==> config.mk <==
export PLATFORM = sky130hd
export DESIGN_NAME = demux_16_reg
export DESIGN_NICKNAME = d
export VERILOG_FILES = /design/src/rtl/demux_pkg.sv /design/src/rtl/demux_lane.sv /design/src/rtl/demux_16_reg.sv
export SDC_FILE = /design/constraint.sdc
export NUM_CORES = 1
export LEC_CHECK = 0
export ABC_CLOCK_PERIOD_IN_PS = 11800
export CORE_ASPECT_RATIO = 2
export CORE_MARGIN = 10
export CORE_UTILIZATION = 38
export DETAILED_ROUTE_END_ITERATION = 10
export HOLD_SLACK_MARGIN = 0.12
export REMOVE_ABC_BUFFERS = 1
export SYNTH_ARGS = -nofsm -noshare
export SYNTH_HDL_FRONTEND = slang
export SYNTH_SLANG_ARGS = --single-unit
==> constraint.sdc <==
create_clock -name clk -period 11.8 [get_ports clk]
set_clock_uncertainty 0.15 [all_clocks]
set_input_delay 2.36 -clock clk [delete_from_list [all_inputs] [get_ports clk]]
set_output_delay 2.36 -clock clk [all_outputs]
set_load 0.005 [all_outputs]
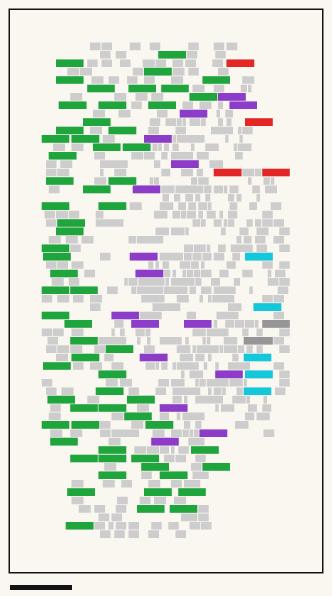
(run_1/registers.png)
Scale bar: 20 um. Other sequential cells in the stronger gray, the rest of the logic in the fainter gray.
green -> g_lane.u_lane.q  # sequential cells 64
red -> ptr  # sequential cells 4, where upper right
purple -> g_lane.u_lane.v  # sequential cells 16
cyan -> count  # sequential cells 5
not colored = 2
sequential power: 387 uW
share of the core filled with cells: 49.9%
area taken by flip-flops and latches: 2280 um2
sequential share of cell area: 35.3%

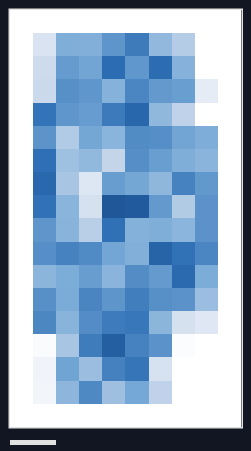
(run_1/density.png)
Scale bar: 20 um. 10 x 18 tiles, from white (low) to dark blue (high), 0 to 100% covered.
emptiest ninth of the die = lower right
fullest tile = 84%
tiles over 75% full = 5.0%
nearly empty tiles = 34%
mean over tiles = 34%
CORE AREA: 12,900 um2
Initial Util: 38.5%

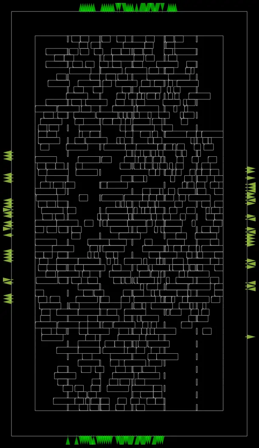
(run_1/final_placement.png)
fillers: 1,183
Flop Count: 91

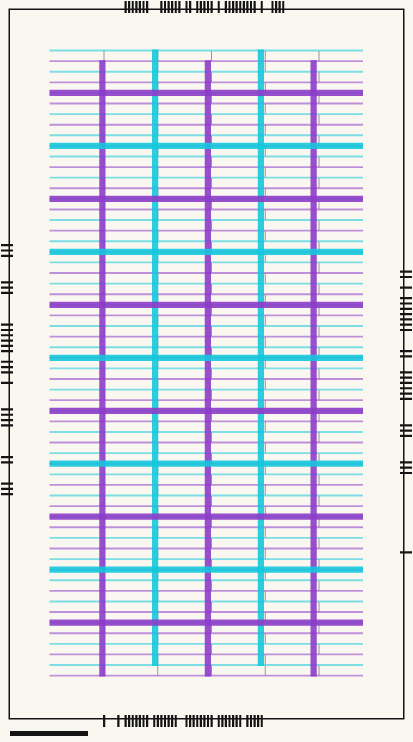
(run_1/pdn.png)
Scale bar: 20 um. Pins as bars on the die edge. Tap cells in gray.
cyan -> VDD
purple -> VSS
signal pins = 121
met1 rails = 60
met5 straps = 11
rows = 59
peak ir drop on the vdd network: 0.220 mV
die width: 101 um

==> results_tabular.tex <==
% Implementation results table
\begin{tabular}{lr}
\hline
Metric & Value \\
\hline
\multicolumn{2}{l}{\textbf{Route}} \\
Post-detailed-route via-to-cell ratio & 5.27 \\
Wire length per cell after detailed routing & 22.2 um \\
Vias & 3,462 \\
Detailed router's first-iteration violation count & 160 \\
Final wirelength & 14.6 mm \\
Final ANT Viol Nets & 0 \\
DRC violation count after routing & 0 \\
Number of search-and-repair iterations in the first detailed-routing pass & 4 \\
\multicolumn{2}{l}{\textbf{CTS}} \\
CTS tree & done \\
PostCTS Resize Cnt & 0 \\
Clk sinks & 91 \\
Post-CTS setup buffer count & 0 \\
Cell at the root of the clock tree & clkbuf\_16 \\
TritonCTS buffer count & 9 \\
Register clock-pin slew on the reported worst setup and hold paths & 0.07 ns \\
Longest Clk Path Bufs & 2 \\
H-Tree Level Count & 3 \\
Clk ins delay skew pair & 0.35 ns \\
Hold buffers post-CTS & 0 \\
\multicolumn{2}{l}{\textbf{Synthesis}} \\
Post-Synthesis Cells & 400 \\
Yosys chip area & 4970 um2 \\
Post-synthesis instance area & 4970 um2 \\
Max-area cell share & 45.3\% \\
Seq share, synth & 45.8\% \\
Top cells by area & dfrtp\_1, mux2\_2, mux2\_1 \\
Main synth FF type & dfrtp\_1 \\
Cell taking the most area after synthesis & dfrtp\_1 \\
FF+latch count, synth & 91 \\
Number of cell instances after yosys synthesis & 400 \\
Post-synthesis cell type count & 58 \\
Asr flop ratio synth & 100\% \\
Avg Cell Area, Syn & 12.4 um2 \\
Post-synth EDFFs & 0 \\
YS warnings & 0 \\
\multicolumn{2}{l}{\textbf{Critical path}} \\
Critical path data arrival time & 8.29 ns \\
WS Path Type & in -> reg \\
Minimum setup slack among reg-to-reg paths & 5.94 ns \\
Worst Reg-to-Reg Cells & 17 \\
Critical path capture point type & register \\
Critical path peak fanout & 21 \\
Worst Setup Start Kind & input port \\
Required time of the critical path & 11.89 ns \\
\multicolumn{2}{l}{\textbf{Worst hold path}} \\
Type of the tightest min-delay check & reg -> reg \\
Hold depth & 1 \\
\multicolumn{2}{l}{\textbf{Run}} \\
Count of tool warnings & 25 \\
Reported max-cap violation count & 0 \\
\multicolumn{2}{l}{\textbf{Timing}} \\
Final Slew Violations & 0 \\
Relative max-transition margin & 42.2\% \\
Worst-margin pin slew & 0.867 ns \\
Endpoints failing hold & 0 \\
Max Freq & 122 MHz \\
Setup TNS & 0 ns \\
Setup slack of the critical path after layout & 3.60 ns \\
RSZ-0062 raised after global routing & false \\
Worst Hold Margin & 0.347 ns \\
Min cycle time layout & 8.20 ns \\
Setup violation total in the final timing report & 0 \\
Final period utilization & 69.5\% \\
\multicolumn{2}{l}{\textbf{Finish}} \\
Final-stage net count & 559 \\
Most common cell after layout, fill and taps aside & clkdlybuf4s50\_1 \\
Most used cells in the layout excluding fill and tap cells & clkdlybuf4s50\_1, dfrtp\_1, mux2\_2, inv\_1, mux2\_1 \\
Diodes inserted & 0 \\
Flip-flop count of the largest register after layout & 64 \\
Final instance area & 6450 um2 \\
Relative area change from synthesis to final layout & 29.7\% \\
Fraction of layout cells with a size suffix above 1 & 17.2\% \\
\multicolumn{2}{l}{\textbf{Pwr}} \\
PD cells & 159 nW/um2 \\
Lkg Pwr & 2.90 nW \\
\multicolumn{2}{l}{\textbf{Floorplan}} \\
I/O Pins & 121 \\
Std cell rows & 59 \\
Die Outline Area & 18,300 um2 \\
\multicolumn{2}{l}{\textbf{Placement}} \\
Count of buffers from port buffering & 120 \\
Final HPWL DP & 11.5 mm \\
Pre-CTS WS & 3.27 ns \\
Area post-placement & 6160 um2 \\
Placer congestion estimate & 0.923 \\
\multicolumn{2}{l}{\textbf{GRT}} \\
Maximum number of pins on one net before global-route repair & 69 \\
Congestion Overflow GR & 0 \\
Via count of the first global-routing pass & 3,754 \\
GR Util All Layers & 16.1\% \\
Initial antenna violation count & 0 \\
Global-route wire length before repair & 22.6 mm \\
\multicolumn{2}{l}{\textbf{Run status}} \\
Result of the run & finished, final reports clean \\
\hline
\end{tabular}
-- run 1: per-layer routing --
metal  vias up  global-route usage, %  share of wire (%)
li1       1588                      -                  -
met1      1771                   16.1                 35
met2        90                   30.8                 58
met3        13                   3.69                4.8
met4         0                   5.11                1.6
met5         -                      0                  0
-- run 1: cells by family after synthesis --
kind of cell / Yosys count / share of synthesized area, %
compound gates: 42 / 6.32
xor+xnor: 6 / 1.06
fa+ha+maj: 30 / 9.66
buf+inv: 68 / 6.97
flops: 91 / 45.8
mux: 73 / 16.7
simple gates: 90 / 13.4
-- run 1: cell type report --
class                           instances  area, um2
Multi-Input combinational cell        241       2350
Sequential cell                        91       2280
Clock buffer                           10        229
Clock inverter                          6       53.8
Inverter                               35        133
Fill cell                            1183       6470
Timing Repair Buffer                  122       1220
Tap cell                              152        190
-- run 1: through the flow --
stage / std cells / total power, mW
floorplan: 367 / 0.588
global placement: 641 / 0.732
detailed placement: 641 / 0.755
CTS: 657 / 1.04
global route: 657 / 1.09
finish: 657 / 1.03
-- run 1: synthesized netlist by cell type (5+ instances only) --
cell type,number
nand2_1,13
inv_1,34
mux2_2,36
clkbuf_1,9
a31o_2,8
and3_1,12
fa_1,14
ha_1,16
nor2_1,10
dfrtp_1,90
nor2b_1,10
o21ai_0,8
nand3_1,7
a21oi_1,5
nand4_2,5
buf_4,17
mux2_1,29
nand3b_1,8
-- run 1: power by group --
part / leakage, nW / total (mW) / internal (mW) / switching [mW]
clock network: 0.136 / 0.283 / 0.148 / 0.135
logic: 1.55 / 0.357 / 0.199 / 0.157
registers: 1.22 / 0.387 / 0.357 / 0.0291
total: 2.90 / 1.03 / 0.704 / 0.322
-- run 1: critical path, cell delays in order --
cell and delay [ns]:
clkdlybuf4s50_1 0.94, nor3_1 0.25, a221o_1 0.36, o311ai_0 0.70, o2111ai_1 0.26, fa_1 0.44, fa_1 0.37, inv_1 0.07
fa_1 0.42, fa_1 0.40, fa_1 0.51, fa_1 0.46, xor2_1 0.18, xnor2_1 0.18, xnor2_1 0.14, nor2_1 0.08
and2_1 0.17
Power is estimated from default activity; no workload was simulated.
